===== src/rtl/keylock_pkg.sv =====
// Shared types and constants for the keypad lock sequencer and its digit buffer.
package keylock_pkg;

  localparam int DIGIT_W = 4;

  localparam logic [3:0] KEY_ENTER     = 4'd9;
  localparam logic [3:0] KEY_DIGIT_MIN = 4'd1;
  localparam logic [3:0] KEY_DIGIT_MAX = 4'd8;

  localparam logic [1:0] PAT_OK      = 2'd0;
  localparam logic [1:0] PAT_ERR     = 2'd1;
  localparam logic [1:0] PAT_LOCKOUT = 2'd2;

  typedef enum logic [2:0] {
    ST_LOCKED  = 3'd0,
    ST_OPEN    = 3'd1,
    ST_PROG    = 3'd2,
    ST_BLINK   = 3'd3,
    ST_LOCKOUT = 3'd4
  } state_t;

  // Only keys 1..8 are code digits; everything else except ENTER is ignored.
  function automatic logic is_digit(input logic [3:0] k);
    return (k >= KEY_DIGIT_MIN) && (k <= KEY_DIGIT_MAX);
  endfunction

endpackage


===== src/rtl/keylock_sequencer_if.sv =====
// Key-event input and pattern-engine handshake of the lock sequencer.
// master = the sequencer, slave = keypad scanner / pattern engine side.
interface keylock_sequencer_if;
  logic [3:0] key;
  logic       key_valid;
  logic       pat_req;
  logic [1:0] pat_sel;
  logic       pat_done;

  modport master (
    input  key, key_valid, pat_done,
    output pat_req, pat_sel
  );

  modport slave (
    output key, key_valid, pat_done,
    input  pat_req, pat_sel
  );
endinterface


===== src/rtl/keylock_digit_buf.sv =====
// Entered-digit buffer: shifts digits in from the right, counts them, and
// flags an overflow once a further digit arrives on a full buffer.
module keylock_digit_buf
  import keylock_pkg::*;
#(
  parameter int CODE_LEN = 6,
  parameter int CNT_W    = $clog2(CODE_LEN + 1)
) (
  input  logic                        hwclk,
  input  logic                        reset_n,
  input  logic [DIGIT_W-1:0]          digit,
  input  logic                        shift,
  input  logic                        clear,
  output logic [CODE_LEN*DIGIT_W-1:0] buf_data,
  output logic [CNT_W-1:0]            count,
  output logic                        ovf
);

  localparam int BUF_W = CODE_LEN * DIGIT_W;
  localparam logic [CNT_W-1:0] CNT_FULL = CNT_W'(CODE_LEN);
  localparam logic [CNT_W-1:0] CNT_ONE  = CNT_W'(1);

  logic [BUF_W-1:0] r_buf;
  logic [CNT_W-1:0] r_cnt;
  logic             r_ovf;

  // Clear wins over shift; a digit on a full buffer only raises the overflow flag.
  always_ff @(posedge hwclk or negedge reset_n) begin
    if (!reset_n) begin
      r_buf <= '0;
      r_cnt <= '0;
      r_ovf <= 1'b0;
    end else if (clear) begin
      r_buf <= '0;
      r_cnt <= '0;
      r_ovf <= 1'b0;
    end else if (shift) begin
      if (r_cnt == CNT_FULL) begin
        r_ovf <= 1'b1;
      end else begin
        r_buf <= {r_buf[BUF_W-DIGIT_W-1:0], digit};
        r_cnt <= r_cnt + CNT_ONE;
      end
    end
  end

  assign buf_data = r_buf;
  assign count    = r_cnt;
  assign ovf      = r_ovf;

endmodule


===== src/rtl/keylock_sequencer.sv =====
// Central keypad-lock FSM: checks entered codes against the user code or the
// programming code, drives the blink-pattern handshake and the lock LEDs, and
// owns the user code, the failure counter and the lockout/relock timer.
module keylock_sequencer
  import keylock_pkg::*;
#(
  parameter int unsigned                 CODE_LEN    = 6,
  parameter logic [CODE_LEN*DIGIT_W-1:0] DEFAULT_UC  = 24'h666666,
  parameter logic [CODE_LEN*DIGIT_W-1:0] PC          = 24'h555116,
  parameter int unsigned                 MAX_FAILS   = 3,
  parameter int unsigned                 LOCKOUT_CYC = 120000000,
  parameter int unsigned                 RELOCK_CYC  = 360000000
) (
  input  logic                        hwclk,
  input  logic                        reset_n,
  keylock_sequencer_if.master         bus,
  output logic                        led_locked,
  output logic                        led_open,
  output logic                        led_prog,
  output logic [CODE_LEN*DIGIT_W-1:0] user_code,
  output logic [1:0]                  fail_count
);

  localparam int CODE_W = CODE_LEN * DIGIT_W;
  localparam int CNT_W  = $clog2(CODE_LEN + 1);
  localparam int TMR_W  = 32;

  localparam logic [CNT_W-1:0] CNT_FULL     = CNT_W'(CODE_LEN);
  localparam logic [CNT_W-1:0] CNT_ZERO     = CNT_W'(0);
  localparam logic [1:0]       FAIL_MAX     = 2'(MAX_FAILS);
  localparam logic [TMR_W-1:0] LOCKOUT_LAST = TMR_W'(LOCKOUT_CYC - 1);
  localparam logic [TMR_W-1:0] RELOCK_LAST  = TMR_W'(RELOCK_CYC - 1);

  state_t             r_state, w_state_nxt;
  state_t             r_ret, w_ret_nxt;
  logic               r_pat_req, w_pat_req_nxt;
  logic [1:0]         r_pat_sel, w_pat_sel_nxt;
  logic [1:0]         r_fail, w_fail_nxt;
  logic [CODE_W-1:0]  r_uc, w_uc_nxt;
  logic [TMR_W-1:0]   r_timer, w_timer_nxt;
  logic               r_led_locked, r_led_open, r_led_prog;
  logic               w_led_locked_nxt, w_led_open_nxt, w_led_prog_nxt;

  logic [CODE_W-1:0]  w_buf;
  logic [CNT_W-1:0]   w_cnt;
  logic               w_ovf;
  logic               w_key_state, w_relock, w_lock_done;
  logic               w_key_acc, w_enter_acc, w_shift, w_clear, w_full;
  logic [1:0]         w_fail_inc;

  // A timer expiry takes priority over a coincident key, so the key is dropped.
  assign w_key_state = (r_state == ST_LOCKED) || (r_state == ST_OPEN) || (r_state == ST_PROG);
  assign w_relock    = (r_state == ST_OPEN) && (r_timer == RELOCK_LAST);
  assign w_lock_done = (r_state == ST_LOCKOUT) && (r_timer == LOCKOUT_LAST);
  assign w_key_acc   = bus.key_valid && w_key_state && !w_relock;
  assign w_enter_acc = w_key_acc && (bus.key == KEY_ENTER);
  assign w_shift     = w_key_acc && is_digit(bus.key);
  assign w_clear     = w_enter_acc || (w_state_nxt != r_state);
  assign w_full      = (w_cnt == CNT_FULL);
  assign w_fail_inc  = r_fail + 2'd1;

  keylock_digit_buf #(
    .CODE_LEN (CODE_LEN)
  ) u_buf (
    .hwclk    (hwclk),
    .reset_n  (reset_n),
    .digit    (bus.key),
    .shift    (w_shift),
    .clear    (w_clear),
    .buf_data (w_buf),
    .count    (w_cnt),
    .ovf      (w_ovf)
  );

  // Next-state, pattern request, failure count and user-code decisions.
  always_comb begin
    w_state_nxt   = r_state;
    w_ret_nxt     = r_ret;
    w_pat_req_nxt = r_pat_req;
    w_pat_sel_nxt = r_pat_sel;
    w_fail_nxt    = r_fail;
    w_uc_nxt      = r_uc;
    case (r_state)
      ST_LOCKED: begin
        if (w_enter_acc) begin
          w_state_nxt = ST_BLINK;
          if (w_full && !w_ovf && (w_buf == r_uc)) begin
            w_fail_nxt    = 2'd0;
            w_pat_sel_nxt = PAT_OK;
            w_ret_nxt     = ST_OPEN;
          end else if (w_full) begin
            w_fail_nxt = w_fail_inc;
            if (w_fail_inc == FAIL_MAX) begin
              w_pat_sel_nxt = PAT_LOCKOUT;
              w_ret_nxt     = ST_LOCKOUT;
            end else begin
              w_pat_sel_nxt = PAT_ERR;
              w_ret_nxt     = ST_LOCKED;
            end
          end else begin
            w_pat_sel_nxt = PAT_ERR;
            w_ret_nxt     = ST_LOCKED;
          end
        end else begin
          w_state_nxt = ST_LOCKED;
        end
      end
      ST_OPEN: begin
        if (w_relock) begin
          w_state_nxt = ST_LOCKED;
        end else if (w_enter_acc) begin
          if (w_cnt == CNT_ZERO) begin
            w_state_nxt = ST_LOCKED;
          end else if (w_full && (w_buf == PC)) begin
            w_state_nxt = ST_PROG;
          end else begin
            w_state_nxt   = ST_BLINK;
            w_pat_sel_nxt = PAT_ERR;
            w_ret_nxt     = ST_OPEN;
          end
        end else begin
          w_state_nxt = ST_OPEN;
        end
      end
      ST_PROG: begin
        if (w_enter_acc) begin
          w_state_nxt = ST_BLINK;
          if (w_full && !w_ovf) begin
            w_uc_nxt      = w_buf;
            w_pat_sel_nxt = PAT_OK;
            w_ret_nxt     = ST_OPEN;
          end else begin
            w_pat_sel_nxt = PAT_ERR;
            w_ret_nxt     = ST_PROG;
          end
        end else begin
          w_state_nxt = ST_PROG;
        end
      end
      ST_BLINK: begin
        if (bus.pat_done) begin
          w_pat_req_nxt = 1'b0;
          w_state_nxt   = r_ret;
        end else begin
          w_pat_req_nxt = 1'b1;
        end
      end
      ST_LOCKOUT: begin
        if (w_lock_done) begin
          w_fail_nxt  = 2'd0;
          w_state_nxt = ST_LOCKED;
        end else begin
          w_state_nxt = ST_LOCKOUT;
        end
      end
      default: begin
        w_state_nxt   = ST_LOCKED;
        w_pat_req_nxt = 1'b0;
      end
    endcase
  end

  // Shared timer: idle count in OPEN (restarted by keys), duration count in LOCKOUT.
  always_comb begin
    w_timer_nxt = '0;
    if (w_state_nxt != r_state) begin
      w_timer_nxt = '0;
    end else if ((r_state == ST_OPEN) && w_key_acc) begin
      w_timer_nxt = '0;
    end else if ((r_state == ST_OPEN) || (r_state == ST_LOCKOUT)) begin
      w_timer_nxt = r_timer + 32'd1;
    end else begin
      w_timer_nxt = '0;
    end
  end

  // LED decode from the upcoming state so the registered LEDs track the state register.
  always_comb begin
    w_led_locked_nxt = (w_state_nxt == ST_LOCKED) || (w_state_nxt == ST_LOCKOUT);
    w_led_open_nxt   = (w_state_nxt == ST_OPEN) || (w_state_nxt == ST_PROG);
    w_led_prog_nxt   = (w_state_nxt == ST_PROG);
  end

  // State and output registers; reset drops pat_req immediately.
  always_ff @(posedge hwclk or negedge reset_n) begin
    if (!reset_n) begin
      r_state      <= ST_LOCKED;
      r_ret        <= ST_LOCKED;
      r_pat_req    <= 1'b0;
      r_pat_sel    <= PAT_OK;
      r_fail       <= 2'd0;
      r_uc         <= DEFAULT_UC;
      r_timer      <= '0;
      r_led_locked <= 1'b1;
      r_led_open   <= 1'b0;
      r_led_prog   <= 1'b0;
    end else begin
      r_state      <= w_state_nxt;
      r_ret        <= w_ret_nxt;
      r_pat_req    <= w_pat_req_nxt;
      r_pat_sel    <= w_pat_sel_nxt;
      r_fail       <= w_fail_nxt;
      r_uc         <= w_uc_nxt;
      r_timer      <= w_timer_nxt;
      r_led_locked <= w_led_locked_nxt;
      r_led_open   <= w_led_open_nxt;
      r_led_prog   <= w_led_prog_nxt;
    end
  end

  assign bus.pat_req = r_pat_req;
  assign bus.pat_sel = r_pat_sel;
  assign led_locked  = r_led_locked;
  assign led_open    = r_led_open;
  assign led_prog    = r_led_prog;
  assign user_code   = r_uc;
  assign fail_count  = r_fail;

endmodule

===== src/flat_wrapper.sv =====
// flat-port wrapper written by rule: the top's interface ports become plain ports
module keylock_sequencer_flat import keylock_pkg::*;
#(
  parameter int unsigned                 CODE_LEN    = 6,
  parameter logic [CODE_LEN*DIGIT_W-1:0] DEFAULT_UC  = 24'h666666,
  parameter logic [CODE_LEN*DIGIT_W-1:0] PC          = 24'h555116,
  parameter int unsigned                 MAX_FAILS   = 3,
  parameter int unsigned                 LOCKOUT_CYC = 120000000,
  parameter int unsigned                 RELOCK_CYC  = 360000000
)
  (hwclk, reset_n, led_locked, led_open, led_prog, user_code, fail_count, bus_key, bus_key_valid, bus_pat_done, bus_pat_req, bus_pat_sel);
  keylock_sequencer_if bus_i ();
  input  logic hwclk;
  input  logic reset_n;
  output logic led_locked;
  output logic led_open;
  output logic led_prog;
  output logic [CODE_LEN*DIGIT_W-1:0] user_code;
  output logic [1:0] fail_count;
  input wire logic [$bits(bus_i.key)-1:0] bus_key;
  input wire logic [$bits(bus_i.key_valid)-1:0] bus_key_valid;
  input wire logic [$bits(bus_i.pat_done)-1:0] bus_pat_done;
  output wire logic [$bits(bus_i.pat_req)-1:0] bus_pat_req;
  output wire logic [$bits(bus_i.pat_sel)-1:0] bus_pat_sel;
  assign bus_i.key = bus_key;
  assign bus_i.key_valid = bus_key_valid;
  assign bus_i.pat_done = bus_pat_done;
  assign bus_pat_req = bus_i.pat_req;
  assign bus_pat_sel = bus_i.pat_sel;
  keylock_sequencer #(.CODE_LEN(CODE_LEN), .DEFAULT_UC(DEFAULT_UC), .PC(PC), .MAX_FAILS(MAX_FAILS), .LOCKOUT_CYC(LOCKOUT_CYC), .RELOCK_CYC(RELOCK_CYC)) u_core (.hwclk(hwclk), .reset_n(reset_n), .bus(bus_i), .led_locked(led_locked), .led_open(led_open), .led_prog(led_prog), .user_code(user_code), .fail_count(fail_count));
endmodule

===== config.mk =====
export PLATFORM = sky130hd
export DESIGN_NAME = keylock_sequencer_flat
export DESIGN_NICKNAME = d
export VERILOG_FILES = /design/src/rtl/keylock_pkg.sv /design/src/rtl/keylock_sequencer_if.sv /design/src/rtl/keylock_digit_buf.sv /design/src/rtl/keylock_sequencer.sv /design/src/flat_wrapper.sv
export SDC_FILE = /design/constraint.sdc
export NUM_CORES = 1
export LEC_CHECK = 0
export CAP_MARGIN = 20
export CORE_ASPECT_RATIO = 1.75
export CORE_MARGIN = 2
export CORE_UTILIZATION = 50
export CTS_CLUSTER_DIAMETER = 30
export DETAILED_ROUTE_END_ITERATION = 16
export DONT_BUFFER_PORTS = 1
export GPL_TIMING_DRIVEN = 0
export PLACE_DENSITY = 0.68
export SETUP_SLACK_MARGIN = 0.1
export SYNTH_ARGS = -nofsm -noshare
export SYNTH_HDL_FRONTEND = slang
export SYNTH_SLANG_ARGS = --single-unit

===== constraint.sdc =====
create_clock -name hwclk -period 2.4 [get_ports hwclk]
set_clock_uncertainty 0.1 [all_clocks]
set_input_delay 0.72 -clock hwclk [delete_from_list [all_inputs] [get_ports hwclk]]
set_output_delay 0.72 -clock hwclk [all_outputs]
set_load 0.02 [all_outputs]

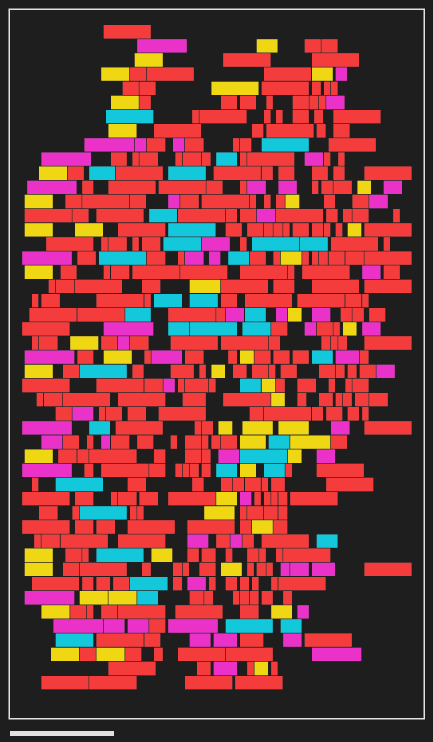
Fig. 1. Cell sizes after repair.
Scale bar: 20 um.
drive 3 to 4 -> yellow  # cells 48
drive 1 or less -> red  # cells 349
drive 2 -> magenta  # cells 58
drive 6 and up -> cyan  # cells 36

==> impl_report.txt <==
=== SYNTHESIS / PLACE & ROUTE SUMMARY ===
----------------------------------------------------
[Outcome]
  Run status ........................ complete, but fails checks
  Violations in the final reports ........................ hold timing, setup timing

[Floorplan]
  Die span in y ........................ roughly 140 um
  # IOs ........................ about 40
  Area of the placeable core ........................ ~9800 um^2
  Total Die Area ........................ about 11000 um^2
  Count of inserted tapcells ........................ 125

[Clocking]
  TritonCTS buffer count ........................ 9
  Depth of the CTS H-tree ........................ 3
  Number of clock sinks ........................ approximately 97
  Clock tree from TritonCTS ........................ done
  Insertion delay at the late pin of the worst-skew pair ........................ about 0.35 ns
  Resize count post-CTS ........................ around 67
  Clock transition at path regs ........................ ~0.070 ns
  Clock root cell ........................ sky130_fd_sc_hd__clkbuf_16
  Setup bufs post-CTS ........................ 14

[Worst setup path]
  Worst Reg-to-Reg Cells ........................ 8
  Category of the most critical setup path ........................ flop to flop
  Worst Path Max Fanout ........................ 6
  Family with the most delay on the worst path ........................ simple AND/OR/NAND/NOR gates
  Element type at the critical path start ........................ flop
  Cells traversed along the worst timing path ........................ or4bb_1 > or4_4 > nor3_4 > buf_4 > or2b_4 > nor2_4 > clkbuf_16 > mux2_4
  Levels on crit path ........................ 8
  Slowest library cell on the worst path ........................ sky130_fd_sc_hd__or4_4
  End point of the critical path ........................ u_core.user_code[11]$_DFFE_PN0P_
  Worst setup startpoint ........................ u_core.r_timer[12]$_DFF_PN0_
  Required time at the endpoint of the critical path ........................ roughly 2.5 ns
  Critical R2R Capture ........................ u_core.user_code[11]$_DFFE_PN0P_
  Startpoint of the lowest-slack register-to-register path ........................ u_core.r_timer[12]$_DFF_PN0_
  Register-to-register setup slack ........................ -0.25 ns
  Bufs and invs on worst path ........................ 2

[Pwr]
  Power attributed to the clock group ........................ approximately 0.0014 W
  Cell internal power dissipation ........................ around 0.0033 W
  Share of total power consumed by net switching ........................ about a third
  Power per cell area ........................ between 800 and 900 nW/um^2
  Group drawing the most power ........................ registers
  Power drawn by the combinational cells ........................ between 0.001 and 0.0015 W
  Comb pwr share ........................ a little over a quarter
  Net switching power ........................ around 0.0017 W
  Flip-flop and latch power ........................ roughly 0.0022 W
  Reg power frac ........................ 45.1%
  Lkg Pwr ........................ approximately 2.5 nW
  VDD IR-drop max ........................ 597 uV
  Clock share of power ........................ approximately 28%
  Total power ........................ 0.00494 W

[Yosys]
  Mean cell area of the mapped netlist ........................ ~11 um^2
  Count leader, synth ........................ sky130_fd_sc_hd__dfrtp_1
  Area reported by Yosys stat ........................ 4990 um^2
  Number of cells in the yosys synthesis report ........................ ~450
  Area leader share ........................ a little over two fifths
  Post-synthesis share of cell area spent on and, or, nand and nor gates ........................ about a fifth
  Mapped cell area ........................ ~5000 um^2
  Synthesis warning total ........................ 0
  Synth Flop Type ........................ sky130_fd_sc_hd__dfrtp_1
  Share of synthesized area spent on multiplexers ........................ between 10% and 20%
  Xor/xnor share ........................ between 10% and 20%
  Count of state elements after synthesis ........................ around 97
  Share of flip-flops with an asynchronous set or reset after synthesis ........................ 100%
  Post-synthesis compound-gate area fraction ........................ 2.79%
  Sequential-to-total area share from yosys stat ........................ just under 50%
  Mapped Nets ........................ 465
  Synth area leader ........................ sky130_fd_sc_hd__dfrtp_1
  Top area cell types ........................ sky130_fd_sc_hd__dfrtp_1 42%, sky130_fd_sc_hd__dfstp_2 6.9%, sky130_fd_sc_hd__mux2_4 6.0%
  Unique masters post-synth ........................ 52
  Post-synth tally of flip-flops with integrated enable ........................ 0
  Gate Count Post-Synth ........................ between 400 and 500
  Share of synthesized cell area in full adder, half adder and majority cells ........................ around 1.3%
  Most frequent cells after synthesis ........................ 84 x sky130_fd_sc_hd__dfrtp_1, 53 x sky130_fd_sc_hd__nor2_1, 32 x sky130_fd_sc_hd__xnor2_1

[Final layout]
  Number of clock buffers in the layout ........................ 14
  Post-Layout Cell Count ........................ 616
  Non-clock inverter count ........................ 9
  Fraction of final layout cells with drive strength greater than 1 ........................ between 20% and 30%
  Register with the most flip-flops ........................ u_core.r_timer
  Fillcell total ........................ around 800
  Cell kind with the greatest summed area ........................ logic gates
  Flip-flop count of the largest register, all copies and words added ........................ 32
  Non-clock buffering overhead in the final layout ........................ under 10%
  Layout Area Growth over Synthesis ........................ 20.7%
  Multi-input gate area ........................ between 2000 and 3000 um^2
  Register share of the cell area ........................ around 41%
  Nonclk buf count ........................ between 40 and 50
  Highest-count cells in the layout ignoring fill and taps ........................ 84 x sky130_fd_sc_hd__dfrtp_1, 42 x sky130_fd_sc_hd__nor2_1, 31 x sky130_fd_sc_hd__xnor2_1
  Post-layout nets ........................ ~500
  Final std cell area, no fill ........................ 6020 um^2
  Multi-input gate share of total cell area ........................ between 40% and 50%
  Number of flip-flops and latches ........................ a little under 100
  Clock buf/inv share ........................ 4.62%
  Most instantiated logic cell after routing ........................ sky130_fd_sc_hd__dfrtp_1
  Multi-input combinational cell count ........................ ~330

[Routing]
  ANT nets after route ........................ 0
  Routed metal-1 wirelength ........................ about 4500 um
  Met2 routed WL ........................ around 6800 um
  1st-iter DRT viols ........................ 302
  Post-route DRC ........................ 0
  Via total after detailed routing ........................ around 3500
  Highest routed layer ........................ met4
  First-pass iteration count of the detailed router ........................ 4
  Vias per cell ........................ around 5.7
  DRT Wirelength ........................ between 10000 and 15000 um

[Global route]
  Wire length of the first global-routing pass ........................ between 15000 and 20000 um
  Total Routing Usage GR ........................ about a quarter
  Met2 demand-to-capacity share in global routing ........................ 43.3%
  GRT overflow ........................ 0
  Initial antenna violation count ........................ 0
  Pin count of the biggest net entering global routing ........................ 98

[Timing]
  Count of final max-slew check failures ........................ 0
  Minimum clock period ........................ 2.65 ns
  Final period util ........................ 111%
  Max Clk Rate ........................ around 0.38 GHz
  Number of setup violations in the final report ........................ roughly 94
  Worst relative slew slack ........................ approximately 50%
  Final Hold Violation Tally ........................ roughly 84
  Worst Slack Setup Final ........................ -0.253 ns
  Worst hold slack ........................ -0.0399 ns
  Worst-margin pin slew ........................ about 0.74 ns

[Placement]
  Count of placed standard cells including taps ........................ about 580
  Post-DP HPWL ........................ slightly below 8000 um
  Weighted congestion at the end of routability-driven global placement ........................ about 0.85
  Worst setup slack after placement ........................ -0.547 ns
  Post-Place Cell Area ........................ between 5000 and 6000 um^2
  Number of input and output port buffers inserted ........................ 0

[Flow run]
  Max-capacitance violation count ........................ 0

[Worst hold path]
  Class of the tightest hold or removal check ........................ input port to asynchronous set/reset pin

----------------------------------------------------
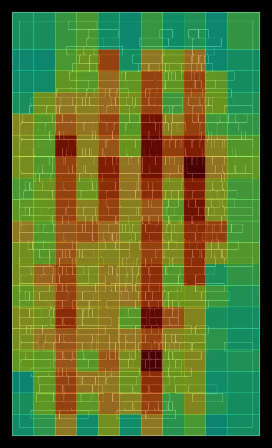
Fig. 2. Track usage over the die.
per-cell routed wire length: 19.5 um
global routing met1 resource utilization: 25.8%
met3 global-route usage: 4.18%
Post-Route Utilization: 61.5%
busiest grt layer: met2

Power and IR drop assume default switching activity.
